[config.mk]
export PLATFORM = sky130hd
export DESIGN_NAME = cmd_rx_flat
export DESIGN_NICKNAME = d
export VERILOG_FILES = /design/src/rtl/cmd_rx_if.sv /design/src/rtl/cmd_rx.sv /design/src/flat_wrapper.sv
export SDC_FILE = /design/constraint.sdc
export NUM_CORES = 1
export LEC_CHECK = 0
export ABC_AREA = 1
export CAP_MARGIN = 20
export CORE_AREA = 4 4 100 102
export DETAILED_ROUTE_END_ITERATION = 8
export DIE_AREA = 0 0 104 106
export PLACE_DENSITY_LB_ADDON = 0.3
export SLEW_MARGIN = 20
export SYNTH_ARGS = -nofsm -noshare
export SYNTH_HDL_FRONTEND = slang
export SYNTH_SLANG_ARGS = --single-unit
export TNS_END_PERCENT = 100
[constraint.sdc]
create_clock -name clock -period 5.26 [get_ports clock]
set_clock_uncertainty 0.2 [all_clocks]
set_input_delay 0.526 -clock clock [delete_from_list [all_inputs] [get_ports clock]]
set_output_delay 0.526 -clock clock [all_outputs]
set_load 0.02 [all_outputs]
[src/rtl/cmd_rx_if.sv]
// Command handshake from cmd_rx to its consumer: one held opcode/operand set with valid/ready.
interface cmd_rx_if;
    logic       cmd_valid;
    logic       cmd_ready;
    logic [2:0] opcode;
    logic [7:0] a;
    logic [7:0] b;

    modport master (output cmd_valid, output opcode, output a, output b, input cmd_ready);
    modport slave  (input cmd_valid, input opcode, input a, input b, output cmd_ready);
endinterface

[src/rtl/cmd_rx.sv]
// UART 8N1 receiver feeding a three-byte {opcode, a, b} frame assembler with a held
// valid/ready command output, inter-byte timeout, framing-error and overrun pulses.
module cmd_rx #(
    parameter int unsigned CLKS_PER_BIT = 16,
    parameter int unsigned TIMEOUT_BITS = 32
) (
    input  logic     clock,
    input  logic     reset,
    input  logic     rx,
    cmd_rx_if.master cmd,
    output logic     frame_err,
    output logic     overrun
);
    localparam int unsigned CntW          = $clog2(CLKS_PER_BIT);
    localparam int unsigned TimeoutCycles = TIMEOUT_BITS * CLKS_PER_BIT;
    localparam int unsigned IdleW         = $clog2(TimeoutCycles + 1);

    localparam logic [CntW-1:0]  HalfLast = CntW'(CLKS_PER_BIT / 2 - 1);
    localparam logic [CntW-1:0]  BitLast  = CntW'(CLKS_PER_BIT - 1);
    localparam logic [IdleW-1:0] IdleLast = IdleW'(TimeoutCycles - 1);

    typedef enum logic [1:0] {StIdle, StStart, StData, StStop} rx_state_e;
    typedef enum logic [1:0] {StWaitOp, StWaitA, StWaitB} asm_state_e;

    logic             rx_meta_q, rx_sync_q;
    rx_state_e        rx_state_q, rx_state_d;
    logic [CntW-1:0]  clk_cnt_q, clk_cnt_d;
    logic [2:0]       bit_cnt_q, bit_cnt_d;
    logic [7:0]       shift_q, shift_d;

    asm_state_e       asm_state_q, asm_state_d;
    logic [2:0]       op_buf_q, op_buf_d;
    logic [7:0]       a_buf_q, a_buf_d;
    logic [IdleW-1:0] idle_cnt_q, idle_cnt_d;

    logic             cmd_valid_q, cmd_valid_d;
    logic [2:0]       opcode_q, opcode_d;
    logic [7:0]       a_q, a_d, b_q, b_d;
    logic             frame_err_q, frame_err_d;
    logic             overrun_q, overrun_d;

    logic             byte_done;
    logic             stop_ok;
    logic             gap_idle;

    always_ff @(posedge clock) begin
        if (reset) begin
            rx_meta_q   <= 1'b1;
            rx_sync_q   <= 1'b1;
            rx_state_q  <= StIdle;
            clk_cnt_q   <= '0;
            bit_cnt_q   <= '0;
            shift_q     <= '0;
            asm_state_q <= StWaitOp;
            op_buf_q    <= '0;
            a_buf_q     <= '0;
            idle_cnt_q  <= '0;
            cmd_valid_q <= 1'b0;
            opcode_q    <= '0;
            a_q         <= '0;
            b_q         <= '0;
            frame_err_q <= 1'b0;
            overrun_q   <= 1'b0;
        end else begin
            rx_meta_q   <= rx;
            rx_sync_q   <= rx_meta_q;
            rx_state_q  <= rx_state_d;
            clk_cnt_q   <= clk_cnt_d;
            bit_cnt_q   <= bit_cnt_d;
            shift_q     <= shift_d;
            asm_state_q <= asm_state_d;
            op_buf_q    <= op_buf_d;
            a_buf_q     <= a_buf_d;
            idle_cnt_q  <= idle_cnt_d;
            cmd_valid_q <= cmd_valid_d;
            opcode_q    <= opcode_d;
            a_q         <= a_d;
            b_q         <= b_d;
            frame_err_q <= frame_err_d;
            overrun_q   <= overrun_d;
        end
    end

    // Bit receiver next state: the counter restarts at every sample point.
    always_comb begin
        rx_state_d = rx_state_q;
        clk_cnt_d  = clk_cnt_q + 1'b1;
        bit_cnt_d  = bit_cnt_q;
        shift_d    = shift_q;
        unique case (rx_state_q)
            StIdle: begin
                clk_cnt_d = '0;
                if (!rx_sync_q) rx_state_d = StStart;
            end
            StStart: begin
                if (clk_cnt_q == HalfLast) begin
                    clk_cnt_d  = '0;
                    bit_cnt_d  = '0;
                    rx_state_d = rx_sync_q ? StIdle : StData;
                end
            end
            StData: begin
                if (clk_cnt_q == BitLast) begin
                    clk_cnt_d = '0;
                    shift_d   = {rx_sync_q, shift_q[7:1]};
                    bit_cnt_d = bit_cnt_q + 1'b1;
                    if (bit_cnt_q == 3'd7) rx_state_d = StStop;
                end
            end
            StStop: begin
                if (byte_done) begin
                    clk_cnt_d  = '0;
                    rx_state_d = StIdle;
                end
            end
            default: rx_state_d = StIdle;
        endcase
    end

    always_comb begin
        byte_done = (rx_state_q == StStop) && (clk_cnt_q == BitLast);
        stop_ok   = rx_sync_q;
        gap_idle  = (rx_state_q == StIdle) && (asm_state_q != StWaitOp);
    end

    // Frame assembler and command register next state.
    always_comb begin
        asm_state_d = asm_state_q;
        op_buf_d    = op_buf_q;
        a_buf_d     = a_buf_q;
        idle_cnt_d  = gap_idle ? idle_cnt_q + 1'b1 : '0;
        cmd_valid_d = cmd_valid_q && !cmd.cmd_ready;
        opcode_d    = opcode_q;
        a_d         = a_q;
        b_d         = b_q;
        frame_err_d = 1'b0;
        overrun_d   = 1'b0;
        if (byte_done) begin
            if (!stop_ok) begin
                frame_err_d = 1'b1;
                asm_state_d = StWaitOp;
            end else begin
                unique case (asm_state_q)
                    StWaitOp: begin
                        if (shift_q[7:3] != 5'd0) begin
                            frame_err_d = 1'b1;
                        end else begin
                            op_buf_d    = shift_q[2:0];
                            asm_state_d = StWaitA;
                        end
                    end
                    StWaitA: begin
                        a_buf_d     = shift_q;
                        asm_state_d = StWaitB;
                    end
                    StWaitB: begin
                        asm_state_d = StWaitOp;
                        if (!cmd_valid_q || cmd.cmd_ready) begin
                            cmd_valid_d = 1'b1;
                            opcode_d    = op_buf_q;
                            a_d         = a_buf_q;
                            b_d         = shift_q;
                        end else begin
                            overrun_d = 1'b1;
                        end
                    end
                    default: asm_state_d = StWaitOp;
                endcase
            end
        end else if (gap_idle && idle_cnt_q == IdleLast) begin
            frame_err_d = 1'b1;
            asm_state_d = StWaitOp;
            idle_cnt_d  = '0;
        end
    end

    always_comb begin
        cmd.cmd_valid = cmd_valid_q;
        cmd.opcode    = opcode_q;
        cmd.a         = a_q;
        cmd.b         = b_q;
        frame_err     = frame_err_q;
        overrun       = overrun_q;
    end
endmodule

[src/flat_wrapper.sv]
// flat-port wrapper written by rule: the top's interface ports become plain ports
module cmd_rx_flat 
#(
    parameter int unsigned CLKS_PER_BIT = 16,
    parameter int unsigned TIMEOUT_BITS = 32
)
  (clock, reset, rx, frame_err, overrun, cmd_cmd_valid, cmd_opcode, cmd_a, cmd_b, cmd_cmd_ready);
  cmd_rx_if cmd_i ();
  input  logic clock;
  input  logic reset;
  input  logic rx;
  output logic frame_err;
  output logic overrun;
  output wire logic [$bits(cmd_i.cmd_valid)-1:0] cmd_cmd_valid;
  output wire logic [$bits(cmd_i.opcode)-1:0] cmd_opcode;
  output wire logic [$bits(cmd_i.a)-1:0] cmd_a;
  output wire logic [$bits(cmd_i.b)-1:0] cmd_b;
  input wire logic [$bits(cmd_i.cmd_ready)-1:0] cmd_cmd_ready;
  assign cmd_cmd_valid = cmd_i.cmd_valid;
  assign cmd_opcode = cmd_i.opcode;
  assign cmd_a = cmd_i.a;
  assign cmd_b = cmd_i.b;
  assign cmd_i.cmd_ready = cmd_cmd_ready;
  cmd_rx #(.CLKS_PER_BIT(CLKS_PER_BIT), .TIMEOUT_BITS(TIMEOUT_BITS)) u_core (.clock(clock), .reset(reset), .rx(rx), .cmd(cmd_i), .frame_err(frame_err), .overrun(overrun));
endmodule
Fig. 1: routing congestion
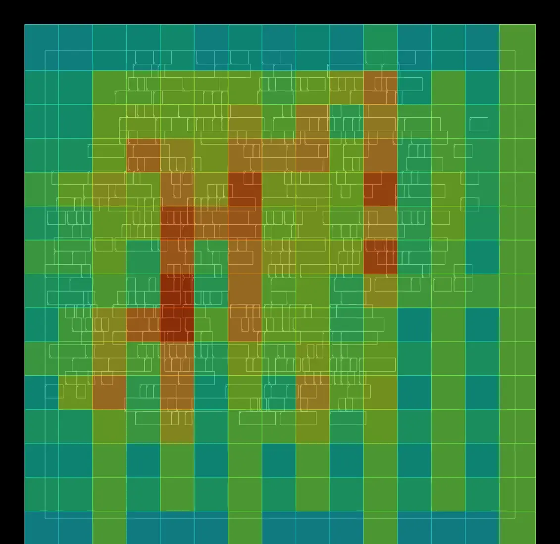
final cell utilization of the core: 35.1%
busiest layer in global routing: met2

Fig. 2: gate-type map
Bar = 20 um.
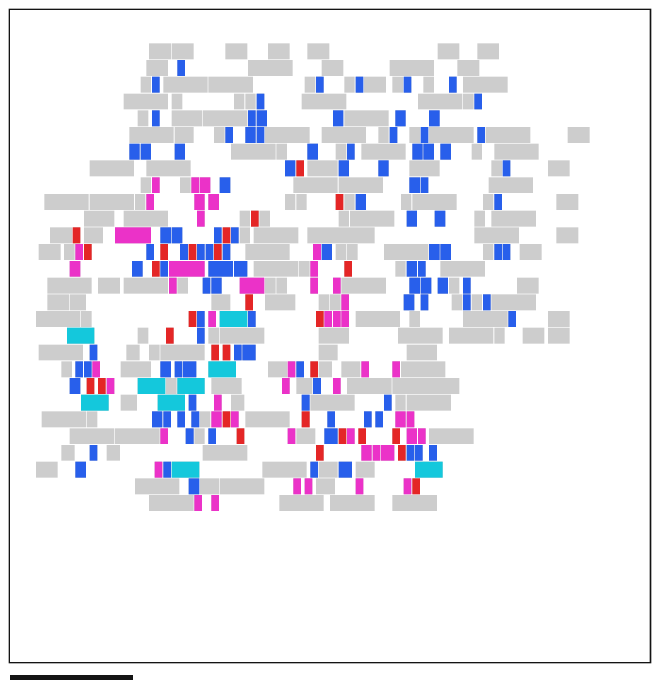
Key: inv cells = red [cells 29]; fa/ha/maj cells = cyan [cells 9]; nand cells = blue [cells 106]; nor cells = magenta [cells 49]
Non-Filler Instances: 479
fraction of area in multi-input gates: 37.1%

Fig. 3: metal 3
Bar = 20 um. Cells faint in the background.
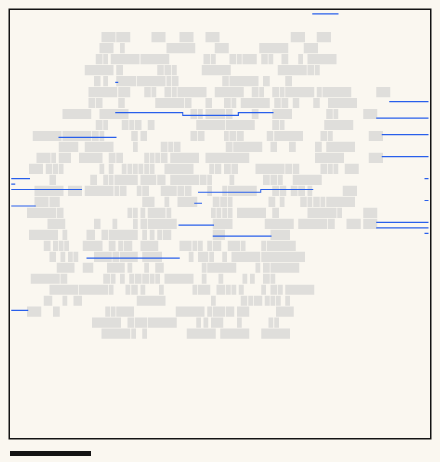
The wires run mostly horizontal. The layer holds 4.6% of the routed length. 16 nets have wire on it. The layer carries 241 um of wire. The longest straight run is 22.8 um.
vias after detailed routing: 2173
met3 track demand over resource: 4.13%
final wirelength: 5290 um

Fig. 4: the metal 1 layer
Bar = 20 um. Supply wires on this layer in grey.
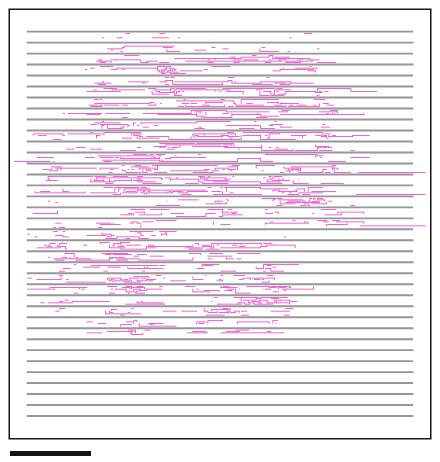
The layer holds 50% of the routed length. The layer carries 2620 um of wire. 343 nets have wire on it. The wires run mostly horizontal.
met1 layer usage reported by global route: 12.5%

Fig. 5: layout detail
Bar = 10 um. Region (58, 6) to (98, 46) um. Cells in grey, sequential cells in the stronger grey; small squares are vias.
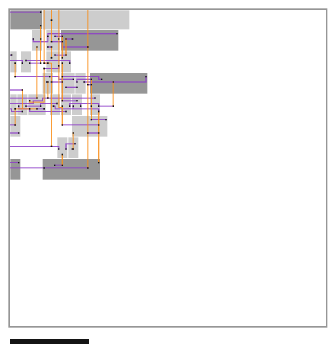
Key: M1 = purple; M2 = orange
23 logic cells have their middle in the window. Sequential cells in the window: 4. Netlist names of flops here include u_core.idle_cnt_q (4). Most frequent: nand2_1 (6), nor2_1 (4), dfxtp_1 (4).

==> results.yml <==
# synthesis and place-and-route metrics
status:
  outcome: "completed"
synth:
  synthTopCellsByCount: "sky130_fd_sc_hd__dfxtp_1 (64), sky130_fd_sc_hd__nand2_1 (63), sky130_fd_sc_hd__a21oi_1 (42)"
  synthesis.yosys.warnings: 0
  yosysUniqueCellTypes: 27
  area_leaders: "sky130_fd_sc_hd__dfxtp_1 (48%), sky130_fd_sc_hd__nand2_1 (8.9%), sky130_fd_sc_hd__a21oi_1 (7.9%), sky130_fd_sc_hd__nand3_1 (7.0%), sky130_fd_sc_hd__nor2_1 (5.2%)"
  async_set_or_reset_flop_fraction_in_the_synthesized_netlist_pct: 0
  synth.avg_cell_area_sq_um: 7.84
  gate_count_post_synth: 338
  synth-seq-cells: 64
  synth_area_sq_mm: 0.00265
  synth.yosys.num_cells: 338
  synth-area-yosys_sq_mm: 0.00265
floorplanning:
  floorplan.die.width_um: 104
  fp-utilization_pct: 29.1
  core-area_sq_mm: 0.00911
  floorplan.die.height_um: 106
  dieArea_sq_mm: 0.0110
place:
  detailed_place_hpwl_um: 3710
  worst_slack_placed_ns: 2.19
  gpl.final_weighted_congestion: 0.742
  area_post_placement_sq_mm: 0.00297
  inst_count_dp: 463
power_and_ir_drop:
  pwr.group.sequential_uw: 496
  worst_vdd_drop_mv: 0.200
  switching_share_pct: 24.8
  pwr-share-clk_pct: 45.1
  report.power.total_uw: 1050
  internal_pwr_total_uw: 791
  power.leakage_uw: 0.00117
  p_switching_uw: 261
  clock_network_power_uw: 475
route:
  met2_length_um: 2340
  topRoutingLayerUsed: "met4"
  routedLengthMet1_um: 2620
  detail_route.vias_per_cell: 4.54
  detail_route.wl_per_cell_um: 11.0
  antenna_violating_nets_post_route: 0
  drt-pass1-iter-count: 4
  remaining_drc_errors: 0
layout:
  nFillCells: 953
  sh_seq_area_pct: 40.0
  register_area_sq_mm: 0.00128
  largest_class: "sequential cells"
  signal_buffer_area_fraction_pct: 8.06
  signal_buffers: 26
  ff_count: 64
  layout.clock_buffers: 9
  layout.cells.most_common_list: "sky130_fd_sc_hd__dfxtp_1 (64), sky130_fd_sc_hd__nand2_1 (63), sky130_fd_sc_hd__a21oi_1 (42)"
  finalNetCount: 376
setup_path:
  critical-path-slowest-cell: "sky130_fd_sc_hd__nor3_4"
  critPathMaxFanout: 20
  critical_path_class: "primary input to flip-flop"
  critical_path.cell_chain: "clkdlybuf4s50_1 > nor2_1 > nor3_4 > nand2_2 > nand2_1 > a21oi_1"
  worst-endpoint-arrival_ns: 2.29
  crit_cells: 6
  worst_ep_required_time_ns: 5.27
  depth_of_the_most_critical_reg_to_reg_path: 8
  cp-end-kind: "flip-flop"
  critical_path_buf_inv_count: 1
clock_network:
  clockBufferDepth: 2
  clock.latency.late_pin_ns: 0.35
  cts_tree: "done"
  cts.hold.buffers_added: 0
  clock_slew_seen_by_the_registers_of_the_worst_setup_and_hold_paths_ns: 0.07
  numClockSinks: 64
  cts_htree_levels: 3
  root_buf_cell: "sky130_fd_sc_hd__clkbuf_8"
final_timing:
  timing.setup.tns_ns: 0
  final_critical_path_setup_slack_ns: 2.98
  hold_viol_final: 0
  finish_stage_setup_viols: 0
  max_freq_mhz: 439
  max-slew-margin-rel_pct: 46.6
  fin_crit_ns: 2.28
  max_slew.worst_pin.slew_ns: 0.798
  final.period_utilization_pct: 43.3
job:
  drv_cap: 0
  openroad_warning_count: 30
global_route:
  grt_overflow: 0
  grt_pass1_wl_um: 9400
  grt.total_usage_pct: 10.4
  groute.layer.met2.usage_pct: 16.8
  grt_max_degree: 38
worst_hold_path:
  min_from: "u_core.rx_meta_q$_SDFF_PP1_"
  hold-path-endpoint: "u_core.rx_sync_q$_SDFF_PP1_"
  min-delay-path-class: "flip-flop to flip-flop"
[flip-flops by register name (all words and copies together) (netlist names), named ones only]
name,count
u_core.idle_cnt_q,10
u_core.a_buf_q,8
u_core.cmd.a,8
u_core.cmd.b,8
u_core.shift_q,8
u_core.clk_cnt_q,4
u_core.bit_cnt_q,3
u_core.cmd.opcode,3
u_core.op_buf_q,3
u_core.asm_state_q,2
u_core.cmd.cmd_valid,1
u_core.frame_err,1
u_core.overrun,1
u_core.rx_meta_q,1
u_core.rx_state_q,1
u_core.rx_sync_q,1
[kinds of logic after synthesis]
family / Yosys count / share of synthesized area, %
flip-flops: 64 / 48.3
AND/OR/NAND/NOR: 160 / 27.1
XOR/XNOR: 6 / 1.98
adder cells (fa/ha/maj): 9 / 4.25
buffers and inverters: 41 / 7.17
AND-OR/OR-AND: 58 / 11.2
Power figures rest on the tool's default switching activity, not on a simulated workload.
